## config.mk

```make
export PLATFORM = sky130hd
export DESIGN_NAME = ifu_fetch_buffer
export DESIGN_NICKNAME = d
export VERILOG_FILES = /design/src/rtl/ifu_fetch_buffer.sv
export SDC_FILE = /design/constraint.sdc
export NUM_CORES = 1
export LEC_CHECK = 0
export CORE_ASPECT_RATIO = 0.7
export CORE_UTILIZATION = 40
export CTS_CLUSTER_SIZE = 10
export DETAILED_ROUTE_END_ITERATION = 10
export RECOVER_POWER = 50
export SLEW_MARGIN = 25
export SYNTH_ARGS = -nofsm -noshare
export SYNTH_HDL_FRONTEND = slang
export SYNTH_SLANG_ARGS = --single-unit
```

## constraint.sdc

```tcl
create_clock -name clk -period 6.1 [get_ports clk]
set_input_delay 1.22 -clock clk [delete_from_list [all_inputs] [get_ports clk]]
set_output_delay 1.22 -clock clk [all_outputs]
set_load 0.01 [all_outputs]
```

## src/rtl/ifu_fetch_buffer.sv

```systemverilog
// Instruction-fetch buffer: issues one outstanding imem request at a time, gates
// the PC register enable on grant, and queues {pc, instr} pairs for decode.
module ifu_fetch_buffer #(
  parameter int unsigned DEPTH    = 4,
  parameter logic [31:0] RESET_PC = 32'h0000_3000
) (
  input  logic        clk,
  input  logic        reset,
  input  logic [31:0] pc_in,
  output logic        pc_en,
  input  logic        redirect,
  output logic        imem_req,
  output logic [31:0] imem_addr,
  input  logic        imem_gnt,
  input  logic        imem_rvalid,
  input  logic [31:0] imem_rdata,
  output logic        out_valid,
  input  logic        out_ready,
  output logic [31:0] out_instr,
  output logic [31:0] out_pc,
  output logic [$clog2(DEPTH):0] count
);

  localparam int unsigned PTR_W = $clog2(DEPTH);
  localparam int unsigned CNT_W = PTR_W + 1;

  typedef enum logic [1:0] {
    ST_IDLE = 2'd0,
    ST_WAIT = 2'd1,
    ST_DROP = 2'd2
  } state_e;

  state_e             state_q, state_d;
  logic [PTR_W-1:0]   wr_ptr_q, wr_ptr_d;
  logic [PTR_W-1:0]   rd_ptr_q, rd_ptr_d;
  logic [CNT_W-1:0]   count_q, count_d;
  logic [31:0]        req_pc_q, req_pc_d;
  logic [31:0]        pc_mem_q    [DEPTH];
  logic [31:0]        instr_mem_q [DEPTH];

  logic grant;
  logic push;
  logic pop;

  // Handshake decode and next-state logic
  always_comb begin
    state_d   = state_q;
    wr_ptr_d  = wr_ptr_q;
    rd_ptr_d  = rd_ptr_q;
    count_d   = count_q;
    req_pc_d  = req_pc_q;

    imem_req  = (state_q == ST_IDLE) && (count_q < CNT_W'(DEPTH)) && !redirect && reset;
    imem_addr = pc_in;
    grant     = imem_req && imem_gnt;
    pc_en     = reset && (grant || redirect);
    push      = reset && (state_q == ST_WAIT) && imem_rvalid && !redirect;
    out_valid = (count_q != '0) && !redirect;
    pop       = out_valid && out_ready;

    case (state_q)
      ST_IDLE: if (grant) state_d = ST_WAIT;
      ST_WAIT: begin
        if (imem_rvalid)   state_d = ST_IDLE;
        else if (redirect) state_d = ST_DROP;
      end
      ST_DROP: if (imem_rvalid) state_d = ST_IDLE;
      default: state_d = ST_IDLE;
    endcase

    if (grant) req_pc_d = pc_in;

    // A redirect flushes the queue; an in-flight response is dropped via ST_DROP
    if (redirect) begin
      wr_ptr_d = '0;
      rd_ptr_d = '0;
      count_d  = '0;
    end else begin
      if (push) wr_ptr_d = wr_ptr_q + PTR_W'(1);
      if (pop)  rd_ptr_d = rd_ptr_q + PTR_W'(1);
      case ({push, pop})
        2'b10:   count_d = count_q + CNT_W'(1);
        2'b01:   count_d = count_q - CNT_W'(1);
        default: count_d = count_q;
      endcase
    end
  end

  always_ff @(posedge clk) begin
    if (!reset) begin
      state_q  <= ST_IDLE;
      wr_ptr_q <= '0;
      rd_ptr_q <= '0;
      count_q  <= '0;
      req_pc_q <= RESET_PC;
    end else begin
      state_q  <= state_d;
      wr_ptr_q <= wr_ptr_d;
      rd_ptr_q <= rd_ptr_d;
      count_q  <= count_d;
      req_pc_q <= req_pc_d;
    end
  end

  // Queue storage; contents are only observed through count_q, so no reset needed
  always_ff @(posedge clk) begin
    if (push) begin
      pc_mem_q[wr_ptr_q]    <= req_pc_q;
      instr_mem_q[wr_ptr_q] <= imem_rdata;
    end
  end

  assign out_instr = (count_q != '0) ? instr_mem_q[rd_ptr_q] : 32'h0;
  assign out_pc    = (count_q != '0) ? pc_mem_q[rd_ptr_q]    : RESET_PC;
  assign count     = count_q;

endmodule

```

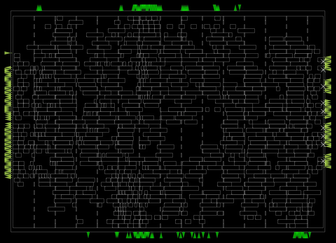
**Above:** cell outlines without signal wires.
fin cells: 1181
registers: 299
fraction of area in registers: 0.589
# fillers: 2322

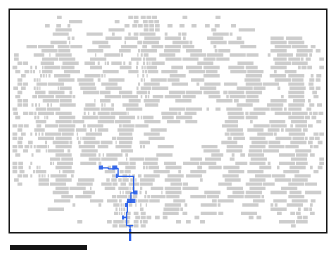
**Above:** I/O nets highlighted.
Scale bar: 50 um.
Key: blue = `redirect` [direction input, edge south, end cells 8, wire 77.4 um]
IO Pins: 172
IO Port Bufs: 171

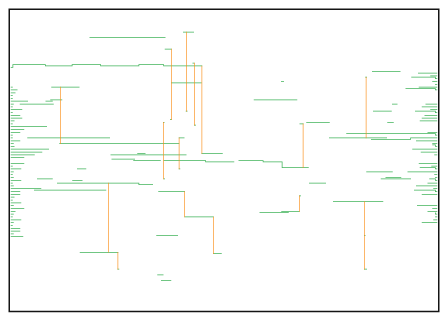
**Above:** signal wires by layer.
Two of the layers only.
Key: orange = M4 [wire length 375 um]; green = M3 [wire length 1310 um]
Total Wirelength: 23.7 mm
post-DR wirelength/cell: 20.0 um

metal layers:
metal  global-route usage  vias up  wire (um)
met5                    0        -          0
met4               0.0404        0        375
met3               0.0314       34       1310
met2                0.258      192      11300
met1                0.226     3072      10700
li1                     -     2750          -
worst min-delay path, cell delays in order, from the launching register on:
cell and delay [ns]:
dfxtp_1 0.30, o21ai_0 0.06, a21oi_1 0.07
cell families after synthesis:
kind of cell,Yosys count,share of synthesized area
fa+ha+maj,6,0.00707
xor+xnor,4,0.00300
compound gates,43,0.0195
buf+inv,74,0.0411
flops,299,0.732
simple gates,155,0.0727
mux,65,0.124
==> GITHUB_STEP_SUMMARY <==
## Synthesis and layout report

| Metric | Value |
|---|---|
| Final worst slack | roughly 1.5 ns |
| DP HPWL | between 10 and 15 mm |
| Power share of the combinational group | 0.029 |
| LEAKAGE | 4.55 nW |
| Reg2reg setup slack | just under 3 ns |
| Critical path capture point type | output pin |
| Drc violations | 18 |
| Failing checks | DRC, capacitance limit, slew limit |
| CP required | just under 5 ns |
| Late-Pin Clk Latency | around 0.5 ns |
| Nonclk buf count | 181 |
| Synth async-reset ratio | 0 |
| WP depth | 6 |
| Run status | complete, but fails checks |
| Slowest-stage cell, CP | dlygate4sd3_1 |
| Setup repair bufs after CTS | 0 |
| Max-Cap Viols | 2 |
| Pin count of the biggest net entering global routing | 65 |
| Die Ht | between 100 and 150 um |
| Core Util, Final | 0.514 |
| Nets at Floorplan | slightly above 700 |
| Arrival time at the worst endpoint | 3.40 ns |
| Crit. Startpoint | redirect |
| Min-Delay Path Depth | 2 |
| Drt pass-1 iters | 8 |
| R2r startpoint | state_q[1] |
| Diodes inserted | 0 |
| Syn-to-layout area delta | 24.4% |
| Fraction of area in non-clock buffers | 0.129 |
| Top post-synthesis cells by area | edfxtp_1 66%, mux4_2 12%, dfxtp_1 7.4% |
| Kind of critical path | in2out |
| Cell family with most CP delay | buffers and inverters |
| Yosys warns | 0 |
| Fin. max-slew vios | 44 |
| Worst Setup EP | pc_en |
| Max incr delay on CP | between 0.6 and 0.7 ns |
| Pre-CTS setup slack | between 1.5 and 2 ns |
| Seq share, synth | 0.732 |
| Top cells by count | 256 x edfxtp_1, 64 x mux4_2, 62 x nor2b_1 |
Power figures rest on the tool's default switching activity, not on a simulated workload.
